==> src/rtl/rx_frame_pkg.sv <==
// ----------------------------------------------------------------------------
// rx_frame_pkg
// Shared types and constants for the Ethernet receive framer:
//   - state_t      : framer state encoding
//   - PREAMBLE_BYTE, SFD_BYTE : start-of-frame delimiters
//   - HDR_LEN      : MAC header length (dst + src + EtherType)
//   - FCS_LEN      : trailing frame check sequence length
//   - CRC_RESIDUE  : CRC-32 register value after a good FCS (no final XOR)
//   - CRC_POLY_REFL: bit-reflected CRC-32 polynomial (0x04C11DB7 reversed)
// ----------------------------------------------------------------------------
package rx_frame_pkg;

    typedef enum logic [2:0] {
        WAIT_IDLE,
        IDLE,
        PREAMBLE,
        HEADER,
        PARAM,
        PAYLOAD,
        DROP,
        IGNORE
    } state_t;

    localparam logic [7:0]  PREAMBLE_BYTE = 8'h55;
    localparam logic [7:0]  SFD_BYTE      = 8'hD5;
    localparam int          HDR_LEN       = 14;
    localparam int          FCS_LEN       = 4;
    localparam logic [31:0] CRC_RESIDUE   = 32'hDEBB20E3;
    localparam logic [31:0] CRC_POLY_REFL = 32'hEDB88320;
    localparam int          OFFSET_W      = 13;

endpackage

==> src/rtl/crc32_d8.sv <==
// ----------------------------------------------------------------------------
// crc32_d8
// Byte-wide CRC-32 (reflected, poly 0x04C11DB7, init all-ones, no final XOR)
// with its state register. Only built when RX_FRAME_CRC_EN is defined.
// Ports:
//   rxclk  in  1  : clock
//   reset  in  1  : synchronous active-high, loads the init value
//   init   in  1  : load the init value (start of a new frame)
//   en     in  1  : fold `data` into the register this cycle
//   data   in  8  : byte, LSB first on the wire
//   crc    out 32 : current register value
// ----------------------------------------------------------------------------
`ifdef RX_FRAME_CRC_EN
module crc32_d8
    import rx_frame_pkg::*;
(
    input  logic        rxclk,
    input  logic        reset,
    input  logic        init,
    input  logic        en,
    input  logic [7:0]  data,
    output logic [31:0] crc
);

    // Eight serial LSB-first steps unrolled into one combinational function.
    function automatic logic [31:0] crc_next(input logic [31:0] c, input logic [7:0] d);
        logic [31:0] r;
        r = c ^ {24'h0, d};
        for (int i = 0; i < 8; i++) begin
            r = r[0] ? ((r >> 1) ^ CRC_POLY_REFL) : (r >> 1);
        end
        return r;
    endfunction

    always_ff @(posedge rxclk) begin
        if (reset || init) begin
            crc <= '1;
        end else if (en) begin
            crc <= crc_next(crc, data);
        end
    end

endmodule
`endif

==> src/rtl/rx_frame.sv <==
// ----------------------------------------------------------------------------
// rx_frame
// Byte-level Ethernet receive framer. Strips preamble/SFD and the MAC header,
// filters on EtherType, latches the divider byte and writes every following
// byte (samples and FCS) into the idle half of a double-buffered RAM. A frame
// that ends cleanly flips `bank` and publishes `div` / `cycle`.
//
// Optional feature: define RX_FRAME_CRC_EN to check the FCS (CRC-32 residue)
// before committing. Without it no CRC logic is built.
//
// Ports:
//   rxclk      in  1  : receive byte clock
//   reset      in  1  : synchronous active-high reset
//   rx_dv      in  1  : byte valid
//   rx_er      in  1  : receive error
//   rx_data    in  8  : received byte
//   dout       out 8  : RAM write data
//   addr       out 14 : RAM write address {write bank, offset}
//   we         out 1  : RAM write enable
//   bank       out 1  : bank holding the last committed frame
//   div        out 8  : divider of the last committed frame
//   cycle      out 14 : sample count of the last committed frame
//   frame_ok   out 1  : one-cycle commit pulse
//   frame_drop out 1  : one-cycle errored-frame pulse
// ----------------------------------------------------------------------------
module rx_frame
    import rx_frame_pkg::*;
#(
    parameter logic [15:0] ETHERTYPE   = 16'h88B5,
    parameter int          MIN_PAYLOAD = 1
) (
    input  logic        rxclk,
    input  logic        reset,
    input  logic        rx_dv,
    input  logic        rx_er,
    input  logic [7:0]  rx_data,
    output logic [7:0]  dout,
    output logic [13:0] addr,
    output logic        we,
    output logic        bank,
    output logic [7:0]  div,
    output logic [13:0] cycle,
    output logic        frame_ok,
    output logic        frame_drop
);

    localparam logic [3:0] ET_HI_IDX = 4'(HDR_LEN - 2);
    localparam logic [3:0] ET_LO_IDX = 4'(HDR_LEN - 1);

    state_t              state;
    logic [3:0]          hdr_cnt;
    logic [OFFSET_W-1:0] offset;
    logic [7:0]          div_shadow;
    logic [13:0]         len;
    logic                len_ok;
    logic                crc_ok;

    // The FCS bytes sit in the payload region but are not samples.
    assign len    = {1'b0, offset} - 14'(FCS_LEN);
    assign len_ok = {1'b0, offset} >= 14'(FCS_LEN + MIN_PAYLOAD);

`ifdef RX_FRAME_CRC_EN
    logic        crc_init;
    logic        crc_en;
    logic [31:0] crc;

    // Restart on the SFD so the CRC covers destination MAC through FCS.
    assign crc_init = (state == PREAMBLE) && rx_dv && !rx_er && (rx_data == SFD_BYTE);
    assign crc_en   = rx_dv && !rx_er &&
                      ((state == HEADER) || (state == PARAM) || (state == PAYLOAD));

    crc32_d8 u_crc (
        .rxclk (rxclk),
        .reset (reset),
        .init  (crc_init),
        .en    (crc_en),
        .data  (rx_data),
        .crc   (crc)
    );

    assign crc_ok = (crc == CRC_RESIDUE);
`else
    assign crc_ok = 1'b1;
`endif

    // NOTE: all state below is sequential and uses non-blocking assignments;
    // the defaults at the top of the else branch make we/frame_ok/frame_drop
    // single-cycle pulses without any extra clear logic.
    always_ff @(posedge rxclk) begin
        if (reset) begin
            state      <= WAIT_IDLE;
            hdr_cnt    <= '0;
            offset     <= '0;
            div_shadow <= '0;
            dout       <= '0;
            addr       <= '0;
            we         <= 1'b0;
            bank       <= 1'b0;
            div        <= '0;
            cycle      <= '0;
            frame_ok   <= 1'b0;
            frame_drop <= 1'b0;
        end else begin
            we         <= 1'b0;
            frame_ok   <= 1'b0;
            frame_drop <= 1'b0;

            case (state)
                // Entered from reset: never start mid-frame.
                WAIT_IDLE: begin
                    if (!rx_dv) state <= IDLE;
                end

                IDLE: begin
                    if (rx_dv && (rx_data == PREAMBLE_BYTE)) state <= PREAMBLE;
                end

                PREAMBLE: begin
                    if (!rx_dv) begin
                        state      <= IDLE;
                        frame_drop <= 1'b1;
                    end else if (rx_er) begin
                        state      <= DROP;
                        frame_drop <= 1'b1;
                    end else if (rx_data == SFD_BYTE) begin
                        state   <= HEADER;
                        hdr_cnt <= '0;
                    end else if (rx_data != PREAMBLE_BYTE) begin
                        state      <= DROP;
                        frame_drop <= 1'b1;
                    end
                end

                HEADER: begin
                    if (!rx_dv) begin
                        state      <= IDLE;
                        frame_drop <= 1'b1;
                    end else if (rx_er) begin
                        state      <= DROP;
                        frame_drop <= 1'b1;
                    end else begin
                        hdr_cnt <= hdr_cnt + 1'b1;
                        // Foreign EtherType: silently skip the rest of the frame.
                        if (((hdr_cnt == ET_HI_IDX) && (rx_data != ETHERTYPE[15:8])) ||
                            ((hdr_cnt == ET_LO_IDX) && (rx_data != ETHERTYPE[7:0]))) begin
                            state <= IGNORE;
                        end else if (hdr_cnt == ET_LO_IDX) begin
                            state <= PARAM;
                        end
                    end
                end

                PARAM: begin
                    if (!rx_dv) begin
                        state      <= IDLE;
                        frame_drop <= 1'b1;
                    end else if (rx_er) begin
                        state      <= DROP;
                        frame_drop <= 1'b1;
                    end else begin
                        div_shadow <= rx_data;
                        offset     <= '0;
                        state      <= PAYLOAD;
                    end
                end

                PAYLOAD: begin
                    if (!rx_dv) begin
                        // End of frame: publish only a clean, long-enough frame.
                        state <= IDLE;
                        if (len_ok && crc_ok) begin
                            bank     <= ~bank;
                            div      <= div_shadow;
                            cycle    <= len;
                            frame_ok <= 1'b1;
                        end else begin
                            frame_drop <= 1'b1;
                        end
                    end else if (rx_er || (offset == '1)) begin
                        // The last offset is never written: it marks overflow.
                        state      <= DROP;
                        frame_drop <= 1'b1;
                    end else begin
                        we     <= 1'b1;
                        dout   <= rx_data;
                        addr   <= {~bank, offset};
                        offset <= offset + 1'b1;
                    end
                end

                DROP, IGNORE: begin
                    if (!rx_dv) state <= IDLE;
                end

                default: state <= WAIT_IDLE;
            endcase
        end
    end

endmodule

==> config.mk <==
export PLATFORM = sky130hd
export DESIGN_NAME = rx_frame
export DESIGN_NICKNAME = d
export VERILOG_FILES = /design/src/rtl/rx_frame_pkg.sv /design/src/rtl/crc32_d8.sv /design/src/rtl/rx_frame.sv
export SDC_FILE = /design/constraint.sdc
export NUM_CORES = 1
export LEC_CHECK = 0
export ABC_AREA = 1
export CORE_MARGIN = 2
export CORE_UTILIZATION = 57
export CTS_BUF_LIST = sky130_fd_sc_hd__clkbuf_16
export DETAILED_ROUTE_END_ITERATION = 6
export PLACE_DENSITY = 0.9
export SYNTH_ARGS = -nofsm -noshare
export SYNTH_HDL_FRONTEND = slang
export SYNTH_SLANG_ARGS = --single-unit
==> constraint.sdc <==
create_clock -name rxclk -period 3.2 [get_ports rxclk]
set_input_delay 0.64 -clock rxclk [delete_from_list [all_inputs] [get_ports rxclk]]
set_output_delay 0.64 -clock rxclk [all_outputs]
set_load 0.03 [all_outputs]
### Metal 1

Bar = 20 um.
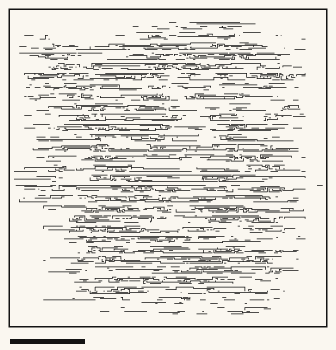
The longest straight run is 39.1 um. The wires run mostly horizontal. The layer carries 4,120 um of wire. The layer holds 46% of the routed length.
post-detailed-routing wire length: 8970 um
met1 Resource Use GR: 35.0%
via count: 3,400

### The metal 2 layer

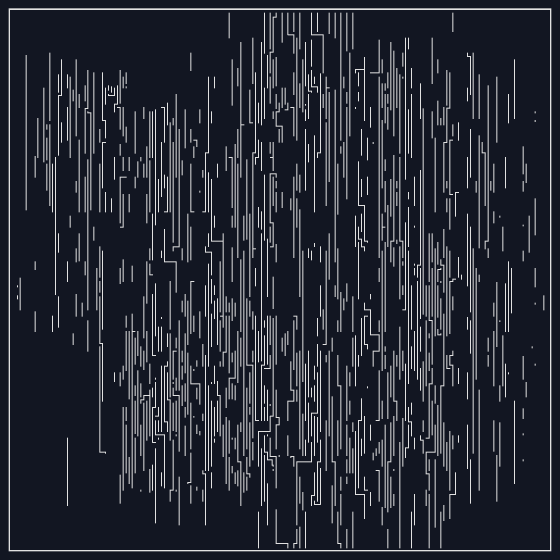
The wires run mostly vertical. The layer carries 4,210 um of wire.
met2 capacity usage during global routing: 40.8%

### The metal 3 layer

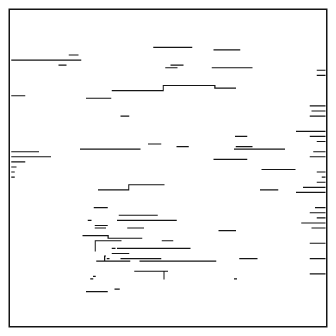
The layer carries 456 um of wire. 61 nets have wire on it. The longest straight run is 20.2 um.
met3 Usage GRT: 4.92%

### Signal wires on met4

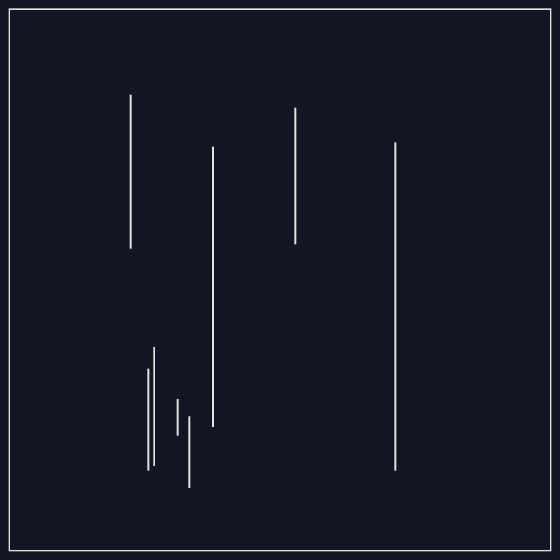
The longest straight run is 51.0 um. 7 nets have wire on it. The layer holds 2.1% of the routed length.

### Track usage over the die

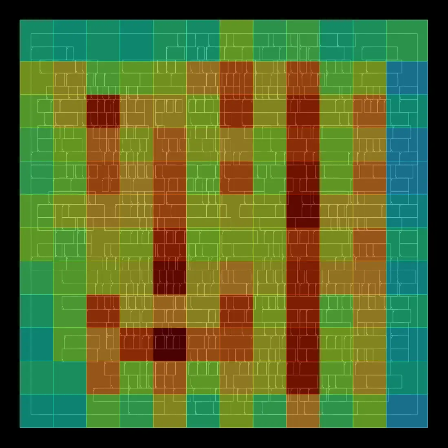
detail-routed net length per standard cell: 14.2 um
total track usage: 25.8%
final design utilization: 72.1%
gr busiest metal: met2

==> impl_results.html <==
<h3>Run summary</h3>
<table>
<tr><th>Metric</th><th>Value</th></tr>
<tr><th colspan="2">Status</th></tr>
<tr><td>Outcome</td><td>finished clean</td></tr>
<tr><th colspan="2">STA</th></tr>
<tr><td>Final-layout setup total negative slack</td><td>0 ps</td></tr>
<tr><td>RSZ-0062 raised after global routing</td><td>no</td></tr>
<tr><td>Min Hold Slack</td><td>463 ps</td></tr>
<tr><td>Worst-case clock skew</td><td>8.50 ps</td></tr>
<tr><td>Final count of pins violating max slew</td><td>0</td></tr>
<tr><td>Period utilization</td><td>70.3%</td></tr>
<tr><th colspan="2">Layout</th></tr>
<tr><td>Count of sequential standard cells</td><td>76</td></tr>
<tr><td>Total Nets Final</td><td>570</td></tr>
<tr><td>Share of the final layout cell area in multi-input gates</td><td>40.7%</td></tr>
<tr><td>Sequential cell area share</td><td>33.4%</td></tr>
<tr><td>Area growth from synthesis to final layout</td><td>23.5%</td></tr>
<tr><td>Fraction of layout instances using a drive strength above 1</td><td>9.91%</td></tr>
<tr><td>Non-clock buffer contribution to total cell area</td><td>13.1%</td></tr>
<tr><td>Dominant logic cell types in the final layout</td><td>sky130_fd_sc_hd__nand2_1 (84), sky130_fd_sc_hd__nor2_1 (83), sky130_fd_sc_hd__dfxtp_1 (76)</td></tr>
<tr><td>Combinational gate area</td><td>0.00185 mm2</td></tr>
<tr><th colspan="2">Pwr</th></tr>
<tr><td>Power density over the cells</td><td>524 mW/mm2</td></tr>
<tr><td>Peak supply drop</td><td>0.000353 V</td></tr>
<tr><th colspan="2">Drt</th></tr>
<tr><td>Violation count after the first detailed-routing iteration</td><td>145</td></tr>
<tr><th colspan="2">Clock network</th></tr>
<tr><td>Number of H-tree levels</td><td>3</td></tr>
<tr><td>Deepest clock path buffer count</td><td>2</td></tr>
<tr><td>Clock tree from TritonCTS</td><td>yes</td></tr>
<tr><td>Clk latency late pin</td><td>340 ps</td></tr>
<tr><td>Quantity of gates resized following cts</td><td>0</td></tr>
<tr><th colspan="2">Placement</th></tr>
<tr><td>Cell area reported after detailed placement</td><td>0.00425 mm2</td></tr>
<tr><td>HPWL after detailed placement</td><td>6260 um</td></tr>
<tr><th colspan="2">Yosys</th></tr>
<tr><td>Cell count in the Yosys report</td><td>497</td></tr>
<tr><td>Synth Seq Share</td><td>41.2%</td></tr>
<tr><td>Warning count from the yosys run</td><td>0</td></tr>
<tr><td>MUX share of area</td><td>0%</td></tr>
<tr><td>Top logic cell family in the synthesized netlist</td><td>simple AND/OR/NAND/NOR gates</td></tr>
<tr><td>Chip Area, Yosys</td><td>0.00369 mm2</td></tr>
<tr><td>Primary flip-flop cell chosen by synthesis mapping</td><td>sky130_fd_sc_hd__dfxtp_1</td></tr>
<tr><td>Mapped Cells</td><td>497</td></tr>
<tr><td>Simple-Gate Area Share</td><td>27.7%</td></tr>
<tr><th colspan="2">Setup path</th></tr>
<tr><td>Endpoint required time on the critical path</td><td>3460 ps</td></tr>
<tr><td>Family of cells with the greatest summed delay on the critical path</td><td>buffers and inverters</td></tr>
<tr><td>Critical register-to-register path endpoint</td><td>state[1]</td></tr>
<tr><td>End point of the critical path</td><td>addr[9]</td></tr>
<tr><td>Reg-to-reg setup timing slack</td><td>1190 ps</td></tr>
<tr><th colspan="2">Floorplanning</th></tr>
<tr><td>Floorplan Core Area</td><td>0.00631 mm2</td></tr>
<tr><td>Taps Inserted</td><td>77</td></tr>
<tr><td>Fp util</td><td>58.4%</td></tr>
<tr><th colspan="2">GRT</th></tr>
<tr><td>Initial antenna violation count</td><td>0</td></tr>
<tr><th colspan="2">Flow run</th></tr>
<tr><td># Max-Cap Violations</td><td>0</td></tr>
</table>
## flip-flops by register name, summed over array words and instances, names as in the netlist, 3 cells and up
register	count
addr	14
cycle	14
offset	13
div	8
div_shadow	8
dout	8
hdr_cnt	4
state	3
## metrics by stage
| stage | setup slack [ps] | util (%) | instances |
|---|---|---|---|
| floorplan | 1600 | - | 497 |
| global placement | 678 | 67.4 | 616 |
| detailed placement | 638 | 67.4 | 616 |
| CTS | 964 | 72.1 | 632 |
| global route | 730 | 72.1 | 632 |
| finish | 949 | 72.1 | 632 |
## where the power goes
| part | total (mW) | leakage, nW | internal [mW] | switching (mW) |
|---|---|---|---|---|
| Sequential | 1.00 | 0.613 | 0.976 | 0.0285 |
| Clock | 1.03 | 0.147 | 0.608 | 0.421 |
| Combinational | 0.355 | 1.11 | 0.127 | 0.227 |
No activity file was given, so power comes from the tool's default toggle rates.
